### src/rtl/fp16_sqrt_sequencer.sv
// fp16_sqrt_sequencer: multi-cycle FP16 square root with valid/ready on both sides.
// Specials resolve straight to the output register. Numeric operands run a restoring
// digit recurrence (one root bit per cycle), packed into the output register on the
// last iteration. Optional macro FP16_SQRT_ROUND_EN: 12 iterations with
// round-to-nearest-even; without it, 11 iterations and truncation.
module fp16_sqrt_sequencer (
    input  logic        clk,
    input  logic        rst,
    input  logic        in_valid,
    output logic        in_ready,
    input  logic [15:0] in_data,
    output logic        out_valid,
    input  logic        out_ready,
    output logic [15:0] out_data,
    output logic        busy
);

`ifdef FP16_SQRT_ROUND_EN
    localparam logic [3:0] N_ITER = 4'd12;
`else
    localparam logic [3:0] N_ITER = 4'd11;
`endif

    typedef enum logic [1:0] {S_IDLE = 2'd0, S_ITER = 2'd1, S_OUT = 2'd2} state_t;

    state_t            r_state;
    state_t            w_next_state;

    logic [33:0]       r_rad;       // radicand, consumed two bits per iteration from the top
    logic [15:0]       r_rem;       // partial remainder
    logic [11:0]       r_root;      // partial root
    logic [3:0]        r_cnt;       // iterations done
    logic signed [6:0] r_exp;       // halved unbiased result exponent
    logic [15:0]       r_out_data;

    logic              w_accept;
    logic              w_last_iter;

    logic [4:0]        w_in_exp;
    logic [9:0]        w_in_frac;
    logic              w_is_special;
    logic [15:0]       w_special_res;
    logic [3:0]        w_clz;
    logic [10:0]       w_norm_mant;
    logic signed [6:0] w_norm_exp;
    logic [11:0]       w_prep_mant;
    logic signed [6:0] w_adj_exp;
    logic signed [6:0] w_half_exp;

    logic [15:0]       w_rem_shift;
    logic [15:0]       w_trial;
    logic [15:0]       w_rem_next;
    logic [11:0]       w_root_next;

    logic signed [6:0] w_exp_out;
    logic signed [6:0] w_biased;
    logic [9:0]        w_pack_frac;
    logic [15:0]       w_packed;
    logic              w_unused;

`ifdef FP16_SQRT_ROUND_EN
    logic              w_guard;
    logic              w_sticky;
    logic              w_round_up;
    logic [11:0]       w_mant_sum;
`endif

    // Count leading zeros of a 10-bit fraction (10 when all zero).
    function automatic logic [3:0] clz10(input logic [9:0] f);
        logic [3:0] n;
        n = 4'd10;
        for (int i = 0; i < 10; i++) begin
            if (f[i]) n = 4'(9 - i);
        end
        return n;
    endfunction

    assign w_in_exp    = in_data[14:10];
    assign w_in_frac   = in_data[9:0];
    assign w_accept    = in_valid & in_ready;
    assign w_last_iter = (r_cnt == N_ITER - 4'd1);
    assign out_data    = r_out_data;

    // Classify the operand and prepare mantissa/exponent for the recurrence.
    always_comb begin
        // NOTE: every output of a combinational block gets a default first, so no path leaves it unassigned and infers a latch.
        w_is_special  = 1'b1;
        w_special_res = 16'hFE00;
        if (w_in_exp == 5'h1F && w_in_frac != 10'd0) begin
            w_special_res = 16'hFE00;
        end else if (w_in_exp == 5'd0 && w_in_frac == 10'd0) begin
            w_special_res = in_data;
        end else if (in_data[15]) begin
            w_special_res = 16'hFE00;
        end else if (w_in_exp == 5'h1F) begin
            w_special_res = 16'h7C00;
        end else begin
            w_is_special = 1'b0;
        end

        w_clz = clz10(w_in_frac);
        if (w_in_exp == 5'd0) begin
            w_norm_mant = 11'({1'b0, w_in_frac} << (w_clz + 4'd1));
            w_norm_exp  = -7'sd15 - $signed({3'b000, w_clz});
        end else begin
            w_norm_mant = {1'b1, w_in_frac};
            w_norm_exp  = $signed({2'b00, w_in_exp}) - 7'sd15;
        end

        if (w_norm_exp[0]) begin
            w_prep_mant = {w_norm_mant, 1'b0};
            w_adj_exp   = w_norm_exp - 7'sd1;
        end else begin
            w_prep_mant = {1'b0, w_norm_mant};
            w_adj_exp   = w_norm_exp;
        end
        w_half_exp = w_adj_exp >>> 1;
    end

    // One restoring square-root step: trial subtract of {root, 01}.
    always_comb begin
        w_rem_shift = {r_rem[13:0], r_rad[33:32]};
        w_trial     = {3'b000, r_root[10:0], 2'b01};
        if (w_rem_shift >= w_trial) begin
            w_rem_next  = w_rem_shift - w_trial;
            w_root_next = {r_root[10:0], 1'b1};
        end else begin
            w_rem_next  = w_rem_shift;
            w_root_next = {r_root[10:0], 1'b0};
        end
    end

    // Pack the root produced by the final step into a binary16 result.
    always_comb begin
        w_exp_out = r_exp;
`ifdef FP16_SQRT_ROUND_EN
        w_guard    = w_root_next[0];
        w_sticky   = |w_rem_next;
        w_round_up = w_guard & (w_sticky | w_root_next[1]);
        w_mant_sum = {1'b0, w_root_next[11:1]} + {11'd0, w_round_up};
        if (w_mant_sum[11]) begin
            w_pack_frac = 10'd0;
            w_exp_out   = r_exp + 7'sd1;
        end else begin
            w_pack_frac = w_mant_sum[9:0];
        end
`else
        w_pack_frac = w_root_next[9:0];
`endif
        w_biased = w_exp_out + 7'sd15;
        w_packed = {1'b0, w_biased[4:0], w_pack_frac};
    end

    // Bits that only matter in one configuration, or never reach the result, are gathered here.
`ifdef FP16_SQRT_ROUND_EN
    assign w_unused = &{1'b0, r_root[11], r_rem[15:14], w_biased[6:5], w_mant_sum[10]};
`else
    assign w_unused = &{1'b0, r_root[11], r_rem[15:14], w_biased[6:5]};
`endif

    // State register.
    always_ff @(posedge clk) begin
        // NOTE: clocked state uses non-blocking assignments so every register samples pre-edge values.
        if (rst) r_state <= S_IDLE;
        else     r_state <= w_next_state;
    end

    // Next-state logic.
    always_comb begin
        w_next_state = r_state;
        case (r_state)
            S_IDLE:  if (w_accept) w_next_state = w_is_special ? S_OUT : S_ITER;
            S_ITER:  if (w_last_iter) w_next_state = S_OUT;
            S_OUT:   if (out_ready) w_next_state = S_IDLE;
            default: w_next_state = S_IDLE;
        endcase
    end

    // Handshake outputs decoded from the state.
    always_comb begin
        in_ready  = 1'b0;
        out_valid = 1'b0;
        busy      = 1'b0;
        case (r_state)
            S_IDLE:  in_ready = 1'b1;
            S_ITER:  busy = 1'b1;
            S_OUT: begin
                out_valid = 1'b1;
                busy      = 1'b1;
            end
            default: ;
        endcase
    end

    // Datapath: load on accept, iterate in ITER, capture the result on the last step.
    always_ff @(posedge clk) begin
        if (rst) begin
            r_rad      <= '0;
            r_rem      <= '0;
            r_root     <= '0;
            r_cnt      <= '0;
            r_exp      <= '0;
            r_out_data <= '0;
        end else begin
            case (r_state)
                S_IDLE: begin
                    if (w_accept) begin
                        if (w_is_special) begin
                            r_out_data <= w_special_res;
                        end else begin
                            r_rad  <= {w_prep_mant, 22'd0};
                            r_rem  <= '0;
                            r_root <= '0;
                            r_cnt  <= '0;
                            r_exp  <= w_half_exp;
                        end
                    end
                end
                S_ITER: begin
                    r_rad  <= {r_rad[31:0], 2'b00};
                    r_rem  <= w_rem_next;
                    r_root <= w_root_next;
                    r_cnt  <= r_cnt + 4'd1;
                    if (w_last_iter) r_out_data <= w_packed;
                end
                default: ;
            endcase
        end
    end

endmodule
### config.mk
export PLATFORM = sky130hd
export DESIGN_NAME = fp16_sqrt_sequencer
export DESIGN_NICKNAME = d
export VERILOG_FILES = /design/src/rtl/fp16_sqrt_sequencer.sv
export SDC_FILE = /design/constraint.sdc
export NUM_CORES = 1
export LEC_CHECK = 0
export CORE_AREA = 3 3 161 100
export DETAILED_ROUTE_END_ITERATION = 8
export DIE_AREA = 0 0 164 103
export HOLD_SLACK_MARGIN = 0.1
export PLACE_DENSITY = 0.54
export REMOVE_ABC_BUFFERS = 1
export SYNTH_ARGS = -nofsm -noshare
export SYNTH_HDL_FRONTEND = slang
export SYNTH_SLANG_ARGS = --single-unit
### constraint.sdc
create_clock -name clk -period 3 [get_ports clk]
set_clock_uncertainty 0.1 [all_clocks]
set_input_delay 0.3 -clock clk [delete_from_list [all_inputs] [get_ports clk]]
set_output_delay 0.3 -clock clk [all_outputs]
set_load 0.01 [all_outputs]
==> images/clk_routes.png <==
The bar under the picture is 50 microns long.
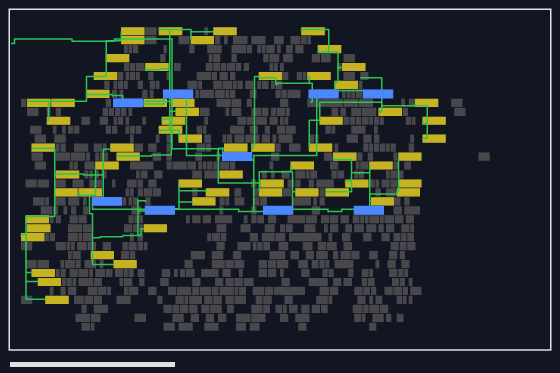
Key: blue = clock drivers [count 9]; green = clock wires [length 1030 microns]; yellow = flip-flops [count 64]
There are 10 routed clock nets.
clock share of power: 0.293
P_clk: 1030 uW
Clk Latency, worst-skew pair: 330 ps

==> impl_metrics.py <==
# Auto-generated metrics
metrics = {
    "status": {
        "status": "complete, no violations",
    },
    "floorplanning": {
        "fp_util": 0.301,
        "die_height_microns": 103,
        "core-area_sq_um": 14600,
        "die_w_microns": 164,
        "io_pins": 39,
        "chipArea_sq_um": 16900,
    },
    "placed_design": {
        "dpl-instance-area_sq_um": 5520,
        "dp_hpwl_microns": 10900,
        "gp_congestion": 0.898,
        "dpl.cell_count": 870,
        "portBuffers": 38,
    },
    "critical_path": {
        "cp_common_cell": "and2_4",
        "startpoint_type": "input port",
        "crit_slowest_cell": "clkdlybuf4s50_1",
        "crit_chain": "clkdlybuf4s50_1, nor2_2, a221oi_4, o21a_1, ha_2, or3_4, and2_4, and2_4, or4_4, o41ai_4, a221oi_2, o32ai_2",
        "crit_type": "input port to flip-flop",
        "cp-end-kind": "flip-flop",
        "path_buffers": 1,
        "required_ps": 3140,
        "critical_path.max_fanout": 7,
        "cpPeakStageDelay_ps": 500,
        "critPathTopFamily": "simple AND/OR/NAND/NOR gates",
        "worstPathArrival_ps": 3050,
    },
    "clocking": {
        "cts_sinks": 64,
        "cts-root-to-sink-buffers": 2,
        "cts_root_buffer": "clkbuf_16",
        "holdBufCountCts": 0,
        "cts_tree": "yes",
    },
    "drt": {
        "firstDrtPassIters": 5,
        "drt_iter0_markers": 328,
        "drtAntennaViolNets": 0,
        "drc": 0,
        "wl_met3_microns": 1090,
        "met1_length_microns": 7740,
        "viasPerCell": 5.28,
        "wl_met2_microns": 5550,
        "highest-signal-layer": "met4",
    },
    "global_routing": {
        "grt_util_met1": 0.265,
        "busiest_layer": "met1",
        "first_global_vias": 4525,
        "grtUsageMet2": 0.236,
        "grt_pass1_wl_microns": 23300,
        "gr-total-overflow": 0,
        "antenna_found_initial": 0,
    },
    "timing": {
        "min_period_ps": 2910,
        "relSlewSlack": 0.624,
        "setup-violations-final": 0,
        "worstMarginPinSlew_ps": 565,
        "max_freq_mhz": 344,
        "hold_viol": 0,
        "post-route-period-util": 0.969,
        "finalMaxSlewViolations": 0,
    },
    "layout": {
        "drive_gt1_frac": 0.205,
        "diodes": 0,
        "lay_top_cells": "88 x buf_4, 65 x nand2_1, 64 x dfxtp_1, 56 x a21oi_1, 46 x nor2_1",
        "area_growth_pct": 35.6,
        "stdcell_count": 889,
        "finalInstanceArea_sq_um": 5950,
        "fin_nets": 731,
    },
    "logic_synthesis": {
        "async_reset_ff_frac": 0,
        "synth_flops": 64,
        "synth_chip_area_sq_um": 4390,
        "edf_count": 0,
        "netlist_top_cells_area": "dfxtp_1 29%, ha_1 7.1%, a21oi_1 6.4%",
        "ys_cells": 586,
        "yosys.cell_count.top_type": "nand2_1",
        "top_cells_by_count": "65 x nand2_1, 64 x dfxtp_1, 56 x a21oi_1",
        "netlist_area_sq_um": 4390,
        "yosysUniqueCellTypes": 64,
        "synth_seq_share": 0.292,
        "syn_avg_cell_area_sq_um": 7.49,
        "yosys_warnings": 0,
    },
    "pwr": {
        "p_comb_uw": 1500,
        "ir_drop_mv": 0.298,
        "p_int_uw": 2220,
        "p_sw_frac": 0.365,
        "power_switching_uw": 1280,
        "p_leak_uw": 0.00244,
        "p_seq_uw": 979,
        "power.density_nw_per_um2": 588,
        "p_comb_frac": 0.427,
    },
    "run": {
        "maxCapViolCount": 0,
        "warning_count": 31,
    },
}
==> images/wires.png <==
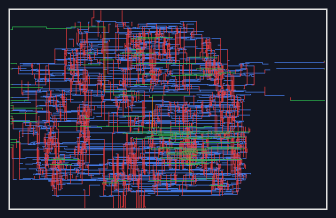
Key: blue = metal 1 [wire length 7740 microns]; green = metal 3 [wire length 1090 microns]; red = metal 2 [wire length 5550 microns]; orange = metal 4 [wire length 58.5 microns]
Total Wirelength: 14400 microns
Avg WL per Cell: 16.2 microns
DR vias: 4694
gr usage total: 0.175

## final cells by class
class	instances	area [sq um]	share of cell area
Sequential cell	64	1280	0.215
Timing Repair Buffer	127	1070	0.179
Clock inverter	6	60.1	0.0101
Multi-Input combinational cell	453	2950	0.496
Inverter	31	116	0.0195
Clock buffer	10	229	0.0385
Tap cell	198	248	0.0416
## per-stage QoR
| stage | worst slack, ps | util | power (uW) | setup TNS, ps | hold WS, ps |
|---|---|---|---|---|---|
| floorplan | -782 | - | 1850 | -24630 | 269 |
| global placement | -538 | 0.378 | 2420 | -3700 | 341 |
| detailed placement | -471 | 0.378 | 2430 | -4390 | 350 |
| CTS | 5.26 | 0.402 | 3480 | 0 | 337 |
| global route | 9.44 | 0.408 | 3730 | 0 | 382 |
| finish | 91.6 | 0.408 | 3500 | 0 | 349 |
## final timing paths
check / startpoint / to / slack (ps) / cells past startpoint
min: rst / r_cnt[1] / 350 / 2
max reg2reg: r_root[0] / r_rem[13] / 310 / 10
min reg2reg: r_rad[30] / r_rad[30] / 360 / 2
max: in_data[2] / r_rad[27] / 90 / 12
## kinds of logic (layout without fill, tap and decap cells)
family | count (synthesis) | after routing | synth area share
fa+ha+maj | 25 | 25 | 0.0712
simple gates | 218 | 219 | 0.242
xor+xnor | 16 | 16 | 0.0319
compound gates | 185 | 185 | 0.281
buf+inv | 70 | 174 | 0.0638
flops | 64 | 64 | 0.292
mux | 8 | 8 | 0.0182
## repair_timing
action | CTS | global route
setup endpoints to repair | 7 | 14
pin swaps | 7 | 10
cloned | 1 | 0
buffers inserted | 1 | 1
resized | 12 | 20
## sequential cells by signal, summed over array words and instances, names as in the netlist
| register | flops |
|---|---|
| r_root | 11 |
| r_exp | 5 |
| out_data | 16 |
| r_cnt | 4 |
| r_rem | 14 |
| r_rad | 12 |
| r_state | 2 |
No activity file was given, so power comes from the tool's default toggle rates.
